<file path="src/rtl/dec_addr_sequencer.sv">
// Address sequencer driving a 4-to-16 decoder: steps from start_addr to end_addr,
// dwelling dwell+1 cycles per address, with pause/abort and single-pass or endless scan.
module dec_addr_sequencer #(
    parameter int unsigned DWELL_W = 4
) (
    input  logic               clk,
    input  logic               rst_n,
    input  logic               start,
    input  logic               abort,
    input  logic               pause,
    input  logic               continuous,
    input  logic [3:0]         start_addr,
    input  logic [3:0]         end_addr,
    input  logic [DWELL_W-1:0] dwell,
    output logic               a,
    output logic               b,
    output logic               c,
    output logic               d,
    output logic               en,
    output logic               busy,
    output logic               done,
    output logic               wrap
);

    typedef enum logic [1:0] {
        IDLE  = 2'd0,
        RUN   = 2'd1,
        PAUSE = 2'd2
    } state_t;

    state_t             r_state;
    logic [3:0]         r_addr;
    logic [3:0]         r_start_addr;
    logic [3:0]         r_end_addr;
    logic [DWELL_W-1:0] r_dwell;
    logic [DWELL_W-1:0] r_cnt;
    logic               r_en;
    logic               r_busy;
    logic               r_done;
    logic               r_wrap;

    always_ff @(posedge clk or negedge rst_n) begin
        if (!rst_n) begin
            r_state      <= IDLE;
            r_addr       <= '0;
            r_start_addr <= '0;
            r_end_addr   <= '0;
            r_dwell      <= '0;
            r_cnt        <= '0;
            r_en         <= 1'b0;
            r_busy       <= 1'b0;
            r_done       <= 1'b0;
            r_wrap       <= 1'b0;
        end else begin
            r_done <= 1'b0;
            r_wrap <= 1'b0;
            case (r_state)
                IDLE: begin
                    if (start && !abort) begin
                        r_state      <= RUN;
                        r_addr       <= start_addr;
                        r_start_addr <= start_addr;
                        r_end_addr   <= end_addr;
                        r_dwell      <= dwell;
                        r_cnt        <= '0;
                        r_en         <= 1'b1;
                        r_busy       <= 1'b1;
                    end
                end
                RUN, PAUSE: begin
                    if (abort) begin
                        r_state <= IDLE;
                        r_en    <= 1'b0;
                        r_busy  <= 1'b0;
                    end else if (pause) begin
                        r_state <= PAUSE;
                    end else begin
                        // Leaving PAUSE counts this cycle, so each paused cycle adds exactly one to the dwell
                        r_state <= RUN;
                        if (r_cnt == r_dwell) begin
                            r_cnt <= '0;
                            if (r_addr != r_end_addr) begin
                                r_addr <= r_addr + 4'd1;
                            end else if (continuous) begin
                                r_addr <= r_start_addr;
                                r_wrap <= 1'b1;
                            end else begin
                                r_state <= IDLE;
                                r_done  <= 1'b1;
                                r_en    <= 1'b0;
                                r_busy  <= 1'b0;
                            end
                        end else begin
                            r_cnt <= r_cnt + DWELL_W'(1);
                        end
                    end
                end
                default: begin
                    r_state <= IDLE;
                    r_en    <= 1'b0;
                    r_busy  <= 1'b0;
                end
            endcase
        end
    end

    assign a    = r_addr[3];
    assign b    = r_addr[2];
    assign c    = r_addr[1];
    assign d    = r_addr[0];
    assign en   = r_en;
    assign busy = r_busy;
    assign done = r_done;
    assign wrap = r_wrap;

endmodule
</file>
<file path="config.mk">
export PLATFORM = sky130hd
export DESIGN_NAME = dec_addr_sequencer
export DESIGN_NICKNAME = d
export VERILOG_FILES = /design/src/rtl/dec_addr_sequencer.sv
export SDC_FILE = /design/constraint.sdc
export NUM_CORES = 1
export LEC_CHECK = 0
export CAP_MARGIN = 20
export CORE_MARGIN = 4
export CORE_UTILIZATION = 51
export DETAILED_ROUTE_END_ITERATION = 6
export PLACE_DENSITY = 0.87
export SLEW_MARGIN = 5
export SYNTH_ARGS = -nofsm -noshare
export SYNTH_HDL_FRONTEND = slang
export SYNTH_SLANG_ARGS = --single-unit
</file>
<file path="constraint.sdc">
create_clock -name clk -period 2.4 [get_ports clk]
set_input_delay 0.36 -clock clk [delete_from_list [all_inputs] [get_ports clk]]
set_output_delay 0.36 -clock clk [all_outputs]
set_load 0.1 [all_outputs]
</file>
### Gate families picked out, run 1

Bar = 20 um.
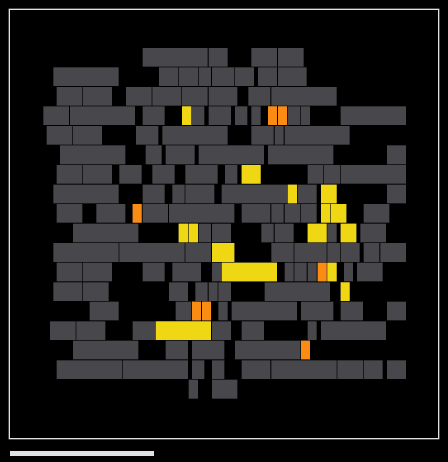
color	family	cells
orange	inv cells	7
yellow	nor cells	15

### Placed cells, one color a class, run 1

Bar = 20 um. Fill, decap, tap and diode cells in gray.
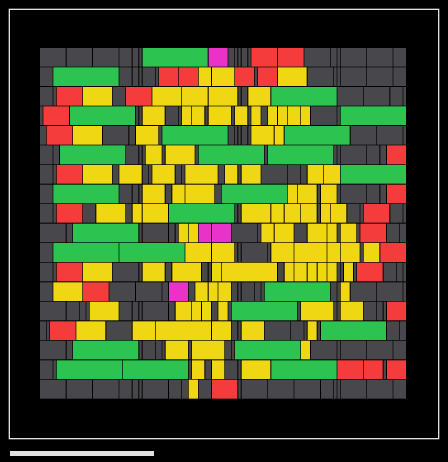
color	class	cells	share of their area
magenta	clock drivers and dummy loads	4	1.7%
green	registers	25	39%
yellow	remaining logic cells	97	45%
red	remaining buffers and delay cells	26	15%

==> impl_metrics.json, run 1 <==
{
  "vias": 1018,
  "cp_top_family": "simple AND/OR/NAND/NOR gates",
  "top_cell_area_share": 0.460,
  "port_buffers": 25,
  "wl_met3_um": 140,
  "power_clock_mw": 0.200,
  "synth-seq-cells": 25,
  "bufAreaShareNonClock": 0.144,
  "arrival_ns": 2.34,
  "grt_remaining_overflow": 0,
  "fin_util": 0.659,
  "log.warning_count": 27,
  "critPathRequiredTime_ns": 2.65,
  "hold_class": "in2async",
  "power.switching_fraction": 0.495,
  "setup_slack_ns": 0.302,
  "ys_warn_count": 0,
  "design.core.area_mm2": 0.00250,
  "die_w_um": 59.6,
  "critPathCaptureType": "flop",
  "fin_setup_tns_ns": 0,
  "placed_area_mm2": 0.00162,
  "tightestPinTransition_ns": 0.542,
  "yosysCellCount": 125,
  "rsz0062_at_grt": "false",
  "post_synth.cell_area_avg_um2": 10.9,
  "clock_latency_ns": 0.34,
  "timing_max_transition_violations_final": 0,
  "globalRouteMet3Util": 0.0370,
  "wl_per_cell_um": 14.3,
  "syn2layout_area_growth_pct": 21.2,
  "placement_rows": 18,
  "total_switching_power_mw": 1.14,
  "clk_buffers": 3,
  "hold-worst-slack_ns": 0.352,
  "layout.filler_cells": 196,
  "gr-max-usage-layer": "met2",
  "cts_hold_repair.buffers": 0,
  "ctsRootBufferMaster": "sky130_fd_sc_hd__clkbuf_4",
  "seq_share": 0.380,
  "post_synth_instance_area_mm2": 0.00136,
  "floorplan.io_pins": 26,
  "final_layout_top_logic_cell": "sky130_fd_sc_hd__dfrtp_1",
  "wl_met2_mm": 1.28,
  "detail_route.iter0.violations": 33,
  "clkTransAtPathRegs_ns": 0.15,
  "slowest_delay_ns": 0.47,
  "numCtsBuffers": 3,
  "regToRegEndpoint": "r_addr[2]",
  "antenna-diode-count": 0,
  "final.signal_inverter_count": 7,
  "clkPwrFrac": 0.087,
  "grtUsageMet2": 0.268,
  "post-route-drc-count": 0,
  "mux_share": 0.147,
  "synth-edff-count": 0,
  "total_leakage_power_nw": 0.730,
  "report.power.total_mw": 2.30,
  "comb_area_um2": 692,
  "critical_path_depth": 5,
  "grt_pass1_wl_mm": 4.27,
  "p_per_area_mw_per_mm2": 1400,
  "reported_combinational_group_power_mw": 1.34,
  "cts-root-to-sink-buffers": 2,
  "globalRouteTotalUtil": 0.161,
  "floorplanUtilization": 0.544,
  "top_power_group": "combinational cells",
  "outcome": "finished, final reports clean",
  "final_layout_top_logic_cells": "sky130_fd_sc_hd__dfrtp_1 (25), sky130_fd_sc_hd__clkdlybuf4s50_1 (17), sky130_fd_sc_hd__nand2_1 (12), sky130_fd_sc_hd__mux2_2 (12), sky130_fd_sc_hd__buf_4 (9)",
  "regToRegSetupSlack_ns": 0.30,
  "route.final.wire_length_mm": 2.60,
  "grt_start_max_net_pins": 26,
  "sequential_cell_area_um2": 626,
  "critPathLaunch": "r_state[0]",
  "preCtsSetupSlack_ns": 0.333,
  "fp.dieArea_mm2": 0.00355,
  "clock_tree_area_fraction": 0.0167,
  "yosys_area_mm2": 0.00136,
  "seq-power_mw": 0.757,
  "finalClockSkew_ns": 0.0126,
  "critPathMaxFanout": 16,
  "critPathLaunchType": "flop",
  "final_cell_area_mm2": 0.00165,
  "final.period_utilization": 0.874,
  "fmax_mhz": 477,
  "yosys-dominant-comb-family": "simple AND/OR/NAND/NOR gates",
  "worst_slew_margin_rel": 0.638,
  "fp_nets": 147,
  "post-route-min-period_ns": 2.10,
  "syn_inst": 125,
  "path_cells": "inv_1 > ha_1 > nor2b_2 > nor4_4 > mux2_1",
  "yosys.area_share.aoi": 0.0902,
  "startpoint_of_the_most_critical_register_to_register_path": "r_state[0]",
  "nMultiInputCombCells": 90,
  "synth_sequential_area_ratio": 0.460,
  "placed_cells_incl_taps": 178,
  "hold_viol": 0,
  "layout.non_clock_buffers": 26,
  "clock-sinks": 25,
  "viasPerCell": 5.59,
  "clock_tree_from_tritoncts": "built",
  "slowest_cell_on_the_critical_path": "sky130_fd_sc_hd__ha_1",
  "report.final.setup_viol": 0,
  "rr_worst_depth": 5,
  "ctsHtreeMaxLevel": 1,
  "setup.worst_path.class": "reg2reg",
  "finalWeightedCongestion": 0.899,
  "top_cells_by_area": "sky130_fd_sc_hd__dfrtp_1 (46%), sky130_fd_sc_hd__mux2_2 (9.9%), sky130_fd_sc_hd__ha_1 (3.7%), sky130_fd_sc_hd__mux2_1 (3.3%), sky130_fd_sc_hd__nand2_1 (3.3%)",
  "peak_supply_drop_v": 0.00112
}
### The metal 1 layer, run 1

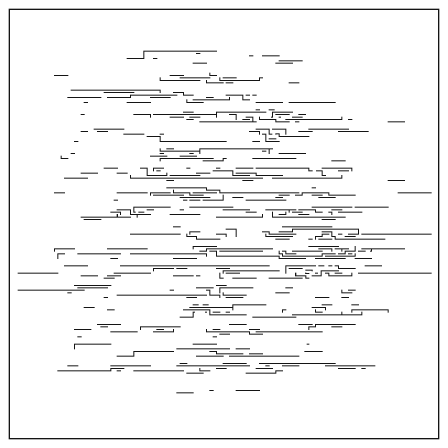
longest straight run	20.7 um
nets with wire on the layer	151
share of all routed wire	43%
main direction	horizontal
wire length on this layer	1120 um

-- run 1: Yosys cell counts, drive strengths merged, types with 2 or more instances --
library cell and instances:
mux2 16, o221ai 2, nor2b 4, nor3b 2, nand2 12, nand3 4
xor2 5, o21ai 6, dfrtp 25, mux2i 2, xnor2 5, buf 2
nand2b 2, inv 7, a21oi 4, and2 2, nor4 2, nor2 7
ha 4
-- run 1: worst reg2reg max path: cells and delay by family (launching register included) --
kind	cells	cell delay [ns]
adders and majority gates	1	0.47
buffers and inverters	1	0.06
DFF	1	0.42
muxes	1	0.36
and+or+nand+nor	2	0.69
-- run 1: state kept, by name, summed over array words and instances (netlist names) --
signal,flops
r_end_addr,4
wrap,1
r_cnt,4
r_start_addr,4
done,1
r_dwell,4
busy,1
r_addr,4
r_state,2
==> run 2, diff against run 1 <==
- SETUP_SLACK_MARGIN: not set -> 0.2
### Metal layers overlaid, run 2

Bar = 20 um.
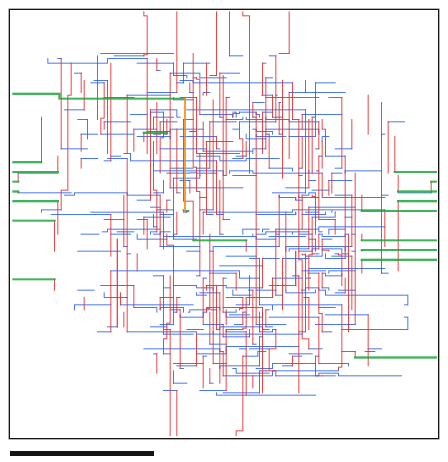
color	layer	wire length
red	M2	1320 um
orange	M4	15.6 um
blue	M1	1200 um
green	M3	134 um

### Placed standard cells, run 2

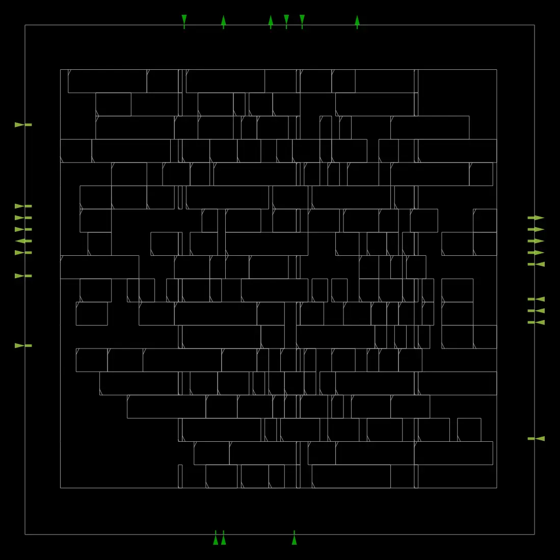
core footprint: 0.00250 mm^2
flip-flop and latch share of the layout cell area: 0.382
Finished Layout Cells: 182
tap cell count: 30

==> run 2 against run 1 <==
Effect of this change:
- via count is 5.0% lower
- sequential share of layout area is 0.22 points higher
- sequential power is 1% higher
- sequential cell count stayed put
- synthesized area stayed put
- largest power group unchanged
- hold slack better by 0.035 ns
- register-to-register slack better by 0.02 ns
- non-clock buffer count stayed put
- utilization is 0.15 points higher
==> impl_metrics.json, run 2 <==
{
  "port_buffers": 25,
  "setup.worst_path.class": "reg2reg",
  "regToRegEndpoint": "r_addr[3]",
  "syn_inst": 125,
  "clock_tree_from_tritoncts": "built",
  "layout.filler_cells": 200,
  "slowest_delay_ns": 0.47,
  "log.warning_count": 27,
  "slowest_cell_on_the_critical_path": "sky130_fd_sc_hd__ha_1",
  "grt_remaining_overflow": 0,
  "fin_setup_tns_ns": 0,
  "placed_area_mm2": 0.00162,
  "grt_pass1_wl_mm": 4.53,
  "top_cells_by_count": "sky130_fd_sc_hd__dfrtp_1 (25), sky130_fd_sc_hd__mux2_2 (12), sky130_fd_sc_hd__nand2_1 (12)",
  "post-route-drc-count": 0,
  "timing_max_transition_violations_final": 0,
  "clkTransAtPathRegs_ns": 0.13,
  "reported_combinational_group_power_mw": 1.36,
  "preCtsSetupSlack_ns": 0.317,
  "fp_nets": 147,
  "floorplan.io_pins": 26,
  "yosys.area_share.aoi": 0.0902,
  "setup_slack_ns": 0.321,
  "finalWeightedCongestion": 0.893,
  "total_switching_power_mw": 1.14,
  "wl_met2_mm": 1.32,
  "grtUsageMet2": 0.285,
  "arrival_ns": 2.29,
  "hold_viol": 0,
  "report.final.setup_viol": 0,
  "total_leakage_power_nw": 0.724,
  "globalRouteMet3Util": 0.0305,
  "critPathMaxFanout": 16,
  "post_synth.cell_area_avg_um2": 10.9,
  "fp.dieArea_mm2": 0.00355,
  "yosysCellCount": 125,
  "seq-power_mw": 0.768,
  "wl_per_cell_um": 14.6,
  "critPathCaptureType": "flop",
  "hold-worst-slack_ns": 0.388,
  "final_layout_top_logic_cell": "sky130_fd_sc_hd__dfrtp_1",
  "clock_latency_ns": 0.31,
  "viasPerCell": 5.31,
  "vias": 967,
  "fin_util": 0.660,
  "final_cell_area_mm2": 0.00165,
  "final.period_utilization": 0.866,
  "globalRouteTotalUtil": 0.167,
  "finalClockSkew_ns": 0.00464,
  "placed_cells_incl_taps": 178,
  "final_layout_top_logic_cells": "sky130_fd_sc_hd__dfrtp_1 (21), sky130_fd_sc_hd__clkdlybuf4s50_1 (17), sky130_fd_sc_hd__nand2_1 (12), sky130_fd_sc_hd__mux2_2 (12), sky130_fd_sc_hd__buf_4 (9)",
  "yosys_area_mm2": 0.00136,
  "critPathLaunch": "r_state[0]",
  "detail_route.iter0.violations": 13,
  "critical_path_depth": 5,
  "post-route-min-period_ns": 2.08,
  "hold_class": "in2async",
  "ys_warn_count": 0,
  "clock-sinks": 25,
  "outcome": "finished, final reports clean",
  "ctsRootBufferMaster": "sky130_fd_sc_hd__clkbuf_4",
  "post-synth-top-count-cell": "sky130_fd_sc_hd__dfrtp_1",
  "antenna-diode-count": 0,
  "ctsHtreeMaxLevel": 1,
  "synth-seq-cells": 25,
  "critPathLaunchType": "flop",
  "startpoint_of_the_most_critical_register_to_register_path": "r_state[0]",
  "rr_worst_depth": 5,
  "cts-root-to-sink-buffers": 2,
  "path_cells": "inv_1 > ha_1 > nor2b_2 > nor4_4 > mux2_1",
  "placement_rows": 18,
  "floorplanUtilization": 0.544,
  "top_cells_by_area": "sky130_fd_sc_hd__dfrtp_1 (46%), sky130_fd_sc_hd__mux2_2 (9.9%), sky130_fd_sc_hd__ha_1 (3.7%), sky130_fd_sc_hd__mux2_1 (3.3%), sky130_fd_sc_hd__nand2_1 (3.3%)",
  "post_synth_instance_area_mm2": 0.00136,
  "peak_supply_drop_v": 0.00107,
  "power.switching_fraction": 0.492,
  "cts_hold_repair.buffers": 0,
  "gr-max-usage-layer": "met2",
  "cp_top_family": "simple AND/OR/NAND/NOR gates",
  "report.power.total_mw": 2.31,
  "mux_share": 0.147
}
### The metal 1 layer, run 2

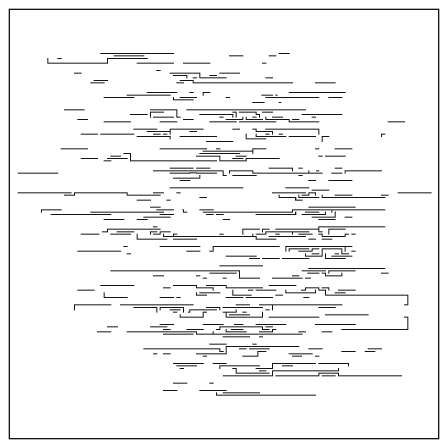
share of all routed wire	45%
nets with wire on the layer	155
longest straight run	17.9 um
main direction	horizontal
wire length on this layer	1200 um

==> run 2: cell types whose count changed in the layout (fill, tap and decap cells not counted), sizes merged <==
cell	delta
clkinv	-1
clkbuf	+1
==> run 2: cell type report <==
type | instances | area [um^2] | area share
multi-input cells | 90 | 692 | 0.419
well taps | 30 | 37.5 | 0.0227
flip-flops and latches | 25 | 631 | 0.382
clock buffers | 4 | 26.3 | 0.0159
inverters | 7 | 26.3 | 0.0159
repair buffers | 26 | 238 | 0.144
==> run 2: cell families (layout without fill, tap and decap cells) <==
logic type,Yosys count,count (layout)
flops,25,25
compound gates,19,19
buf+inv,10,37
fa+ha+maj,4,4
mux,18,18
xor+xnor,10,10
simple gates,39,39
==> run 3, diff against run 2 <==
- CORE_UTILIZATION: 51 -> 61
- DONT_BUFFER_PORTS: not set -> 1
- PLACE_DENSITY: 0.87 -> 0.85
==> run 3 against run 2 <==
Effect of this change:
- sequential power rose by 3.5%
- highest routed layer unchanged
- routed wire length shrank 9.0%
- largest power group unchanged
- maximum frequency increased by 6.2%
- sequential share of layout area rose by 4.0 points
- clock-buffer cell count decreased by 1
- global-route usage is 2.9 points higher
==> impl_metrics.json, run 3 <==
{
  "critical_path_depth": 5,
  "report.final.setup_viol": 0,
  "syn2layout_area_growth_pct": 10.1,
  "grtUsageMet2": 0.319,
  "fa_ha_area_frac": 0.0368,
  "peak_supply_drop_v": 0.000993,
  "viasPerCell": 5.66,
  "placed_area_mm2": 0.00143,
  "timing_max_transition_violations_final": 0,
  "outcome": "finished, final reports clean",
  "ctsRootBufferMaster": "sky130_fd_sc_hd__clkbuf_4",
  "hold_class": "in2reg",
  "top_cell_area_share": 0.460,
  "path_cells": "xor2_1 > nor4_4 > nor2b_2 > nor4_4 > mux2_1",
  "layout.filler_cells": 156,
  "synth-seq-cells": 25,
  "bufAreaShareNonClock": 0.0535,
  "ctsHtreeMaxLevel": 1,
  "slowest_delay_ns": 0.44,
  "yosysCellCount": 125,
  "clock_latency_ns": 0.34,
  "yosys.area_share.aoi": 0.0902,
  "comb_area_um2": 694,
  "sequential_cell_area_um2": 632,
  "log.warning_count": 27,
  "cts-root-to-sink-buffers": 2,
  "taps": 27,
  "vias": 906,
  "total_leakage_power_nw": 0.650,
  "layout.non_clock_buffers": 7,
  "wl_per_cell_um": 15.2,
  "antenna-diode-count": 0,
  "arrival_ns": 2.19,
  "setup_slack_ns": 0.443,
  "seq_share": 0.422,
  "fin_util": 0.733,
  "post-route-min-period_ns": 1.96,
  "cp_top_family": "simple AND/OR/NAND/NOR gates",
  "numCtsBuffers": 3,
  "port_buffers": 0,
  "regToRegEndpoint": "r_addr[0]",
  "final.period_utilization": 0.816,
  "top_cells_by_count": "sky130_fd_sc_hd__dfrtp_1 (25), sky130_fd_sc_hd__mux2_2 (12), sky130_fd_sc_hd__nand2_1 (12)",
  "wl_met2_mm": 1.18,
  "nMultiInputCombCells": 90,
  "preCtsSetupSlack_ns": 0.340,
  "critPathLaunchType": "flop",
  "setup.worst_path.class": "reg2reg",
  "post-synth-top-count-cell": "sky130_fd_sc_hd__dfrtp_1",
  "final.signal_inverter_count": 7,
  "top_cells_by_area": "sky130_fd_sc_hd__dfrtp_1 (46%), sky130_fd_sc_hd__mux2_2 (9.9%), sky130_fd_sc_hd__ha_1 (3.7%), sky130_fd_sc_hd__mux2_1 (3.3%), sky130_fd_sc_hd__nand2_1 (3.3%)",
  "globalRouteMet3Util": 0.0590,
  "yosys_area_mm2": 0.00136,
  "clock_tree_from_tritoncts": "built",
  "hold_viol": 0,
  "startpoint_of_the_most_critical_register_to_register_path": "r_cnt[3]",
  "report.power.total_mw": 2.29,
  "placed_cells_incl_taps": 154,
  "finalClockSkew_ns": 0.00400,
  "fin_setup_tns_ns": 0,
  "slowest_cell_on_the_critical_path": "sky130_fd_sc_hd__dfrtp_1",
  "routed.top_layer": "met4",
  "route.final.wire_length_mm": 2.42,
  "design.core.area_mm2": 0.00204,
  "floorplanUtilization": 0.665,
  "grt_pass1_wl_mm": 4.07,
  "fp_nets": 147,
  "post-route-drc-count": 0,
  "mux_share": 0.147,
  "hold-worst-slack_ns": 0.157,
  "comb_total_area": 0.464,
  "dominant_cells": "logic gates",
  "final_layout_top_logic_cell": "sky130_fd_sc_hd__dfrtp_1",
  "floorplan.io_pins": 26,
  "clkTransAtPathRegs_ns": 0.14,
  "ys_warn_count": 0,
  "rr_worst_depth": 5,
  "clock-sinks": 25,
  "holdPathEnd": "r_start_addr[2]",
  "clk_buffers": 3,
  "post_synth.cell_area_avg_um2": 10.9,
  "syn_inst": 125,
  "tightestPinTransition_ns": 0.870,
  "detail_route.iter0.violations": 11,
  "critPathCaptureType": "flop",
  "finalWeightedCongestion": 0.762,
  "final_cell_area_mm2": 0.00150,
  "gr-max-usage-layer": "met2",
  "globalRouteTotalUtil": 0.197,
  "fp.dieArea_mm2": 0.00305,
  "post_synth_instance_area_mm2": 0.00136,
  "grt_remaining_overflow": 0,
  "critPathMaxFanout": 5
}
[run 3: cell counts after synthesis]
No cell type changed its count.
[run 3: power by group]
group	internal (mW)	leakage, nW	switching [mW]	total (mW)
combinational	0.499	0.331	0.797	1.30
sequential	0.605	0.306	0.190	0.795
clock	0.0641	0.0139	0.139	0.203
[run 3: what timing repair did]
item,in CTS,in global routing
setup endpoints to repair,0,5
hold endpoints to repair,25,0
gates resized,0,1
hold buffers,2,0
[run 3: worst max path at each step]
stage	startpoint	end	slack, ns
final	r_cnt[3]	r_addr[0]	0.44
after global routing	r_state[0]	r_cnt[3]	0.30
after floorplan	r_addr[0]	r_addr[0]	0.40
after global placement	r_state[0]	r_addr[1]	0.43
after CTS	r_state[0]	r_addr[0]	0.31
after detailed placement	r_state[0]	r_addr[3]	0.34
### Placed standard cells, run 3

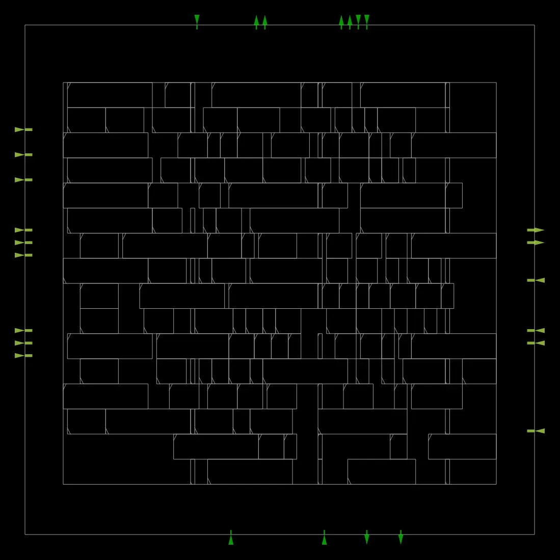
Core Rows: 16
Finished Layout Cells: 160
num sequential: 25

### Placed cells, one color a class, run 3

Bar = 20 um. Fill, decap, tap and diode cells in gray.
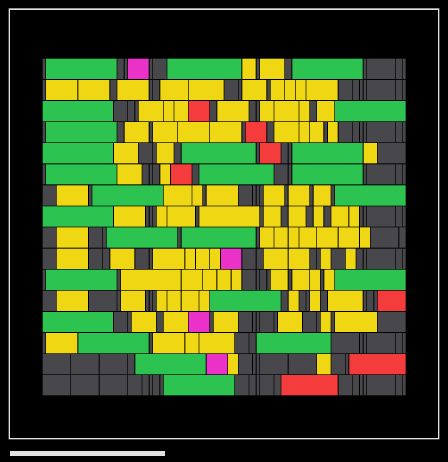
color	class	cells	share of their area
red	remaining buffers and delay cells	7	5.5%
magenta	clock drivers and dummy loads	4	2.1%
yellow	remaining logic cells	97	49%
green	registers	25	43%

### The metal 1 layer, run 3

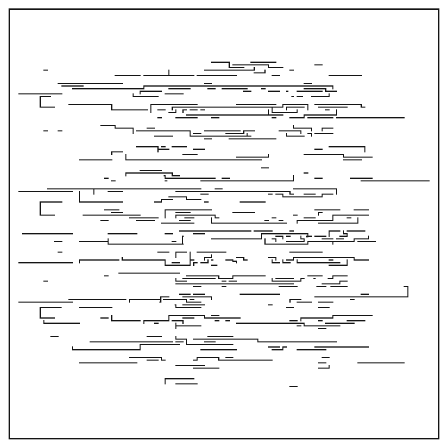
nets with wire on the layer	141
main direction	horizontal
share of all routed wire	43%
wire length on this layer	1050 um
longest straight run	24.4 um

Power and IR drop assume default switching activity.
